**src/rtl/reg_bank_writer_pkg.sv**
```systemverilog
// Shared definitions for the register-bank write side: bank geometry and
// the write/clear controller state encoding.
package reg_bank_writer_pkg;

    localparam int DEPTH = 8;
    localparam int AW    = 3;

    typedef enum logic {
        ST_IDLE  = 1'b0,
        ST_CLEAR = 1'b1
    } state_t;

endpackage

```
**src/rtl/reg_bank_writer_dec3to8.sv**
```systemverilog
// 3-to-8 one-hot decoder with enable; output is all-zero when en is low.
module dec3to8
    import reg_bank_writer_pkg::*;
(
    input  logic             en,
    input  logic [AW-1:0]    sel,
    output logic [DEPTH-1:0] onehot
);

    always_comb begin
        onehot = '0;
        if (en) begin
            onehot[sel] = 1'b1;
        end
    end

endmodule

```
**src/rtl/reg_bank_writer.sv**
```systemverilog
// Write side of the 8-entry register file: handshaked single-word writes
// plus a self-timed sweep that zeroes one entry per cycle.
module reg_bank_writer
    import reg_bank_writer_pkg::*;
#(
    parameter int WIDTH = 8
) (
    input  logic                   Clock,
    input  logic                   Reset,
    input  logic                   wr_valid,
    input  logic [AW-1:0]          wr_addr,
    input  logic [WIDTH-1:0]       wr_data,
    output logic                   wr_ready,
    input  logic                   clr_req,
    output logic                   busy,
    output logic [DEPTH*WIDTH-1:0] Q,
    output logic [DEPTH-1:0]       valid
);

    // Valid/ready: a write is taken at a rising edge where wr_valid and
    // wr_ready are both high; the producer holds addr/data until then.
    state_t                        state_q, state_d;
    logic [AW-1:0]                 ptr_q, ptr_d;
    logic [DEPTH-1:0][WIDTH-1:0]   mem_q, mem_d;
    logic [DEPTH-1:0]              valid_q, valid_d;

    logic                          wr_fire;
    logic [DEPTH-1:0]              wr_sel;
    logic [DEPTH-1:0]              clr_sel;

    assign wr_ready = (state_q == ST_IDLE) && !clr_req;
    assign wr_fire  = wr_valid && wr_ready;
    assign busy     = (state_q == ST_CLEAR);
    assign Q        = mem_q;
    assign valid    = valid_q;

    dec3to8 u_wr_dec (
        .en     (wr_fire),
        .sel    (wr_addr),
        .onehot (wr_sel)
    );

    dec3to8 u_clr_dec (
        .en     (state_q == ST_CLEAR),
        .sel    (ptr_q),
        .onehot (clr_sel)
    );

    always_comb begin
        state_d = state_q;
        ptr_d   = ptr_q;
        mem_d   = mem_q;
        valid_d = valid_q;
        case (state_q)
            ST_IDLE: begin
                if (clr_req) begin
                    state_d = ST_CLEAR;
                    ptr_d   = '0;
                end
                valid_d = valid_q | wr_sel;
                for (int i = 0; i < DEPTH; i++) begin
                    if (wr_sel[i]) begin
                        mem_d[i] = wr_data;
                    end
                end
            end
            ST_CLEAR: begin
                valid_d = valid_q & ~clr_sel;
                for (int i = 0; i < DEPTH; i++) begin
                    if (clr_sel[i]) begin
                        mem_d[i] = '0;
                    end
                end
                // Last entry swept: leave with ptr parked at 0 for the next clear.
                if (ptr_q == AW'(DEPTH - 1)) begin
                    state_d = ST_IDLE;
                    ptr_d   = '0;
                end else begin
                    ptr_d = ptr_q + AW'(1);
                end
            end
            default: begin
                state_d = ST_IDLE;
                ptr_d   = '0;
            end
        endcase
    end

    always_ff @(posedge Clock or posedge Reset) begin
        if (Reset) begin
            state_q <= ST_IDLE;
            ptr_q   <= '0;
            mem_q   <= '0;
            valid_q <= '0;
        end else begin
            state_q <= state_d;
            ptr_q   <= ptr_d;
            mem_q   <= mem_d;
            valid_q <= valid_d;
        end
    end

endmodule
```
**config.mk**
```make
export PLATFORM = sky130hd
export DESIGN_NAME = reg_bank_writer
export DESIGN_NICKNAME = d
export VERILOG_FILES = /design/src/rtl/reg_bank_writer_pkg.sv /design/src/rtl/reg_bank_writer_dec3to8.sv /design/src/rtl/reg_bank_writer.sv
export SDC_FILE = /design/constraint.sdc
export NUM_CORES = 1
export LEC_CHECK = 0
export CAP_MARGIN = 0
export CORE_ASPECT_RATIO = 2
export CORE_MARGIN = 4
export CORE_UTILIZATION = 52
export DETAILED_ROUTE_END_ITERATION = 10
export GPL_ROUTABILITY_DRIVEN = 0
export PLACE_DENSITY = 0.94
export SYNTH_ARGS = -nofsm -noshare
export SYNTH_HDL_FRONTEND = slang
export SYNTH_SLANG_ARGS = --single-unit
```
**constraint.sdc**
```tcl
create_clock -name Clock -period 6.5 [get_ports Clock]
set_input_delay 1.3 -clock Clock [delete_from_list [all_inputs] [get_ports Clock]]
set_output_delay 1.3 -clock Clock [all_outputs]
set_load 0.03 [all_outputs]
```
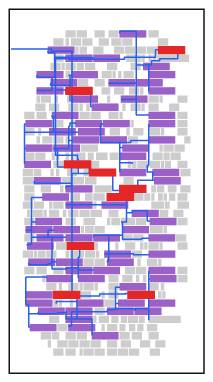
Fig. 1. Clock wires, drivers and flops.
Scale: 3 px per um.
[flip-flops] purple | count: 76
[clock wires] blue | length: 878 um
[cells driving clock nets] red | count: 9
routed clock nets: 10
flops lie: spread over the die

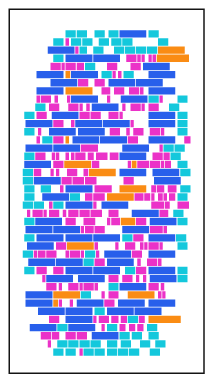
Fig. 2. Placement by cell class.
Scale: 3 px per um.
[other buffers and delay cells] cyan | cells: 89 | share of their area: 20%
[flops] blue | cells: 76 | share of their area: 43%
[clock drivers and dummy loads] orange | cells: 16 | share of their area: 7.2%
[all other logic] magenta | cells: 180 | share of their area: 29%

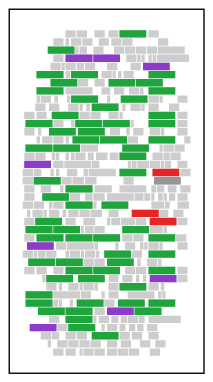
Fig. 3. Where the registers sit.
Scale: 3 px per um. Other sequential cells in the stronger grey, the rest of the logic in the fainter grey.
[`valid`] purple | placed flops: 8 | where: spread over the die
[`ptr_q`] red | placed flops: 3
[`Q`] green | placed flops: 64
not coloured: 1

==> results_slide.txt <==
Physical Implementation Snapshot

Status
  • Status: finished clean

Final layout
  • Buffer share of cell area: roughly a fifth
  • Fraction of final layout cells sized beyond drive strength 1: ~6.9%
  • #MultiIn Comb: roughly 180
  • Seq cells: between 70 and 80
  • Nonclk buf count: between 80 and 90
  • Fin nets: about 370
  • Most frequent cells in the layout: clkdlybuf4s50_1 (88), dfrtp_1 (76), nand2_1 (71), mux2i_1 (64)
  • Seq/total area: 42.3%
  • Multi-input gate share of the layout cell area: 28.4%
  • Comb area: around 1300 um2
  • Final instance area: roughly 4500 um2
  • Non-CTS inverters: 2
  • Fill count: 431
  • Final Non-Filler Cells: ~450
  • Area occupied by registers: ~1900 um2
  • Number of diodes: 0
  • Layout clock buffer count: 11
  • Largest cell class: registers
  • Dominant logic cell type in the layout: clkdlybuf4s50_1
  • Area Overhead vs Synth: 35.8%
  • Largest register FFs: 64

Hold path
  • WHS Endpoint: valid[0]
  • HP Start: valid[0]
  • Worst Hold Depth: 2

Power
  • Sequential share of power: 36.6%
  • Top power group: sequential cells
  • P_comb: 628 uW
  • Part of the power in combinational logic: roughly a third
  • Clk power: roughly 530 uW
  • Internal power: between 1000 and 1500 uW
  • Power Density: just over 400 nW/um2
  • Maximum vdd ir drop: roughly 330 uV
  • Leakage: between 0.0015 and 0.002 uW
  • Tot Pwr: approximately 1800 uW
  • Net Sw Frac: around 37%
  • Net Sw Power: approximately 670 uW

Placed design
  • Port-buffer cells: 88
  • Detailed Place HPWL: roughly 5800 um
  • Setup WS pre-CTS: around 2.5 ns
  • Placed Area: approximately 4200 um2
  • Cells after DPL: between 400 and 500

Critical path
  • RR Startpoint: busy
  • Buf/Inv on CP: 2
  • Reg2Reg Depth: 3
  • Critical Path Sink Type: output port
  • Worst Setup Start Kind: primary input
  • Critical-path top delay cell: clkdlybuf4s50_1
  • Flop2flop setup slack: roughly 4.3 ns
  • Critical path's most frequent cell: clkdlybuf4s50_1
  • CP arrival: ~2.7 ns
  • CP Cell Sequence: clkdlybuf4s50_1 > nor2_4 > clkdlybuf4s50_1
  • Crit path launch: clr_req
  • Stages on the worst setup path: 3
  • Worst path max stage delay: ~0.70 ns
  • Setup crit end: wr_ready

Floorplan
  • N_taps: 84
  • I/O pin count: 89
  • Die area: between 7000 and 8000 um2
  • Die X: 64.4 um
  • Initial core utilization: between 50% and 60%
  • Die height: approximately 120 um
  • Rows: about 40

Drt
  • Routed WL: just over 8000 um
  • Metal-1 WL: ~3000 um
  • Met2 WL post-DR: 4330 um
  • Post-route ant nets: 0
  • Wire length per cell: between 15 and 20 um
  • Post-route DRC: 0
  • Via count: approximately 2400
  • DRT iter0 DRCs: ~160
  • Drt first pass iters: 4
  • Via/cell ratio: approximately 5.3

Clocking
  • CTS tree: yes
  • Root buffer cell: clkbuf_16
  • Worst-path clk slew: 0.05 ns
  • Clock Latency Late Sink: between 0.3 and 0.4 ns
  • H-tree depth: 3
  • Clock Path Buffers: 2
  • # clock sinks: roughly 76
  • TritonCTS buffer count: 9
  • Hold buffer count at cts: 0
  • Number of gates resized after CTS: 0
  • Post-CTS Setup Repair Bufs: 0

Synth
  • Most frequent cells after synthesis: dfrtp_1 (76), nand2_1 (71), mux2i_1 (64)
  • Dominant combinational family: multiplexers
  • Area leader share: between 50% and 60%
  • Register share after synthesis: between 50% and 60%
  • Synth area leader: dfrtp_1
  • Ys Warns: 0
  • Basic Gates by Area: ~16%
  • Adder share: less than 1%
  • Most common cell in the netlist: dfrtp_1
  • Post-synth mux share: between 15 and 20%
  • Ys flops: between 70 and 80
  • Floorplan Nets: approximately 300
  • Number of flops mapped to enable cells by yosys: 0
  • Main synth FF type: dfrtp_1
  • Distinct lib cells: 28
  • Number of cells in Yosys stat: 279
  • Yosys aoi share: between 2 and 2.5%
  • Post-Syn Instances: about 280
  • FFs w/ async S/R, synth: 100%
  • Yosys synthesis chip area: 3310 um2
  • Synth Cell Area: 3310 um2

Timing
  • Final period util: 61.3%
  • Max-slew headroom: 38.4%
  • RSZ-0062 raised after global routing: no
  • Period minus WS final: approximately 4.0 ns
  • Worst-margin pin slew: a little over 0.9 ns
  • PnR worst setup slack: 2.51 ns
  • Final hold slack: around 0.47 ns
  • Final setup viols: 0
  • Fin. max-slew vios: 0
  • F_max: 251 MHz
  • Final hold vios: 0
  • Max Clock Skew: 0.00599 ns

Run
  • MaxCap Viol Count: 0
  • Log Warnings: 26

GRT
  • GR Util met1: a little over a quarter
  • GRT met2 Usage: between 30% and 40%
  • Gr busiest metal: met2
  • First-pass GRT wire length: 13300 um
  • Vias in the first global route: about 2600
  • M3 GR Usage: 4.93%
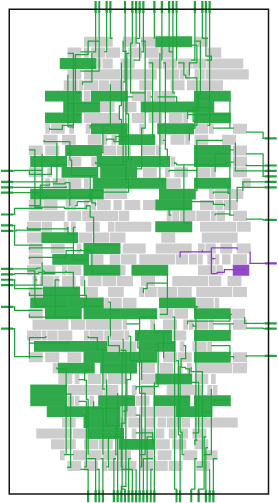
Fig. 4. I/O nets highlighted.
Scale: 4 px per um.
[`Q`] green | direction: output | edge: 23 bottom, 18 top, 13 left, 10 right | end cells: 64 | buffers: 64 | wire: 2260 um
[`wr_ready`] purple | direction: output | edge: right | end cells: 1 | buffers: 1 | wire: 39.8 um

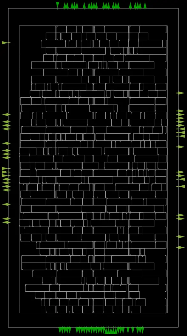
Fig. 5. Cell outlines without signal wires.
Post-Route Utilization: 73.6%
core box area: 6110 um2

Power and IR drop assume default switching activity.
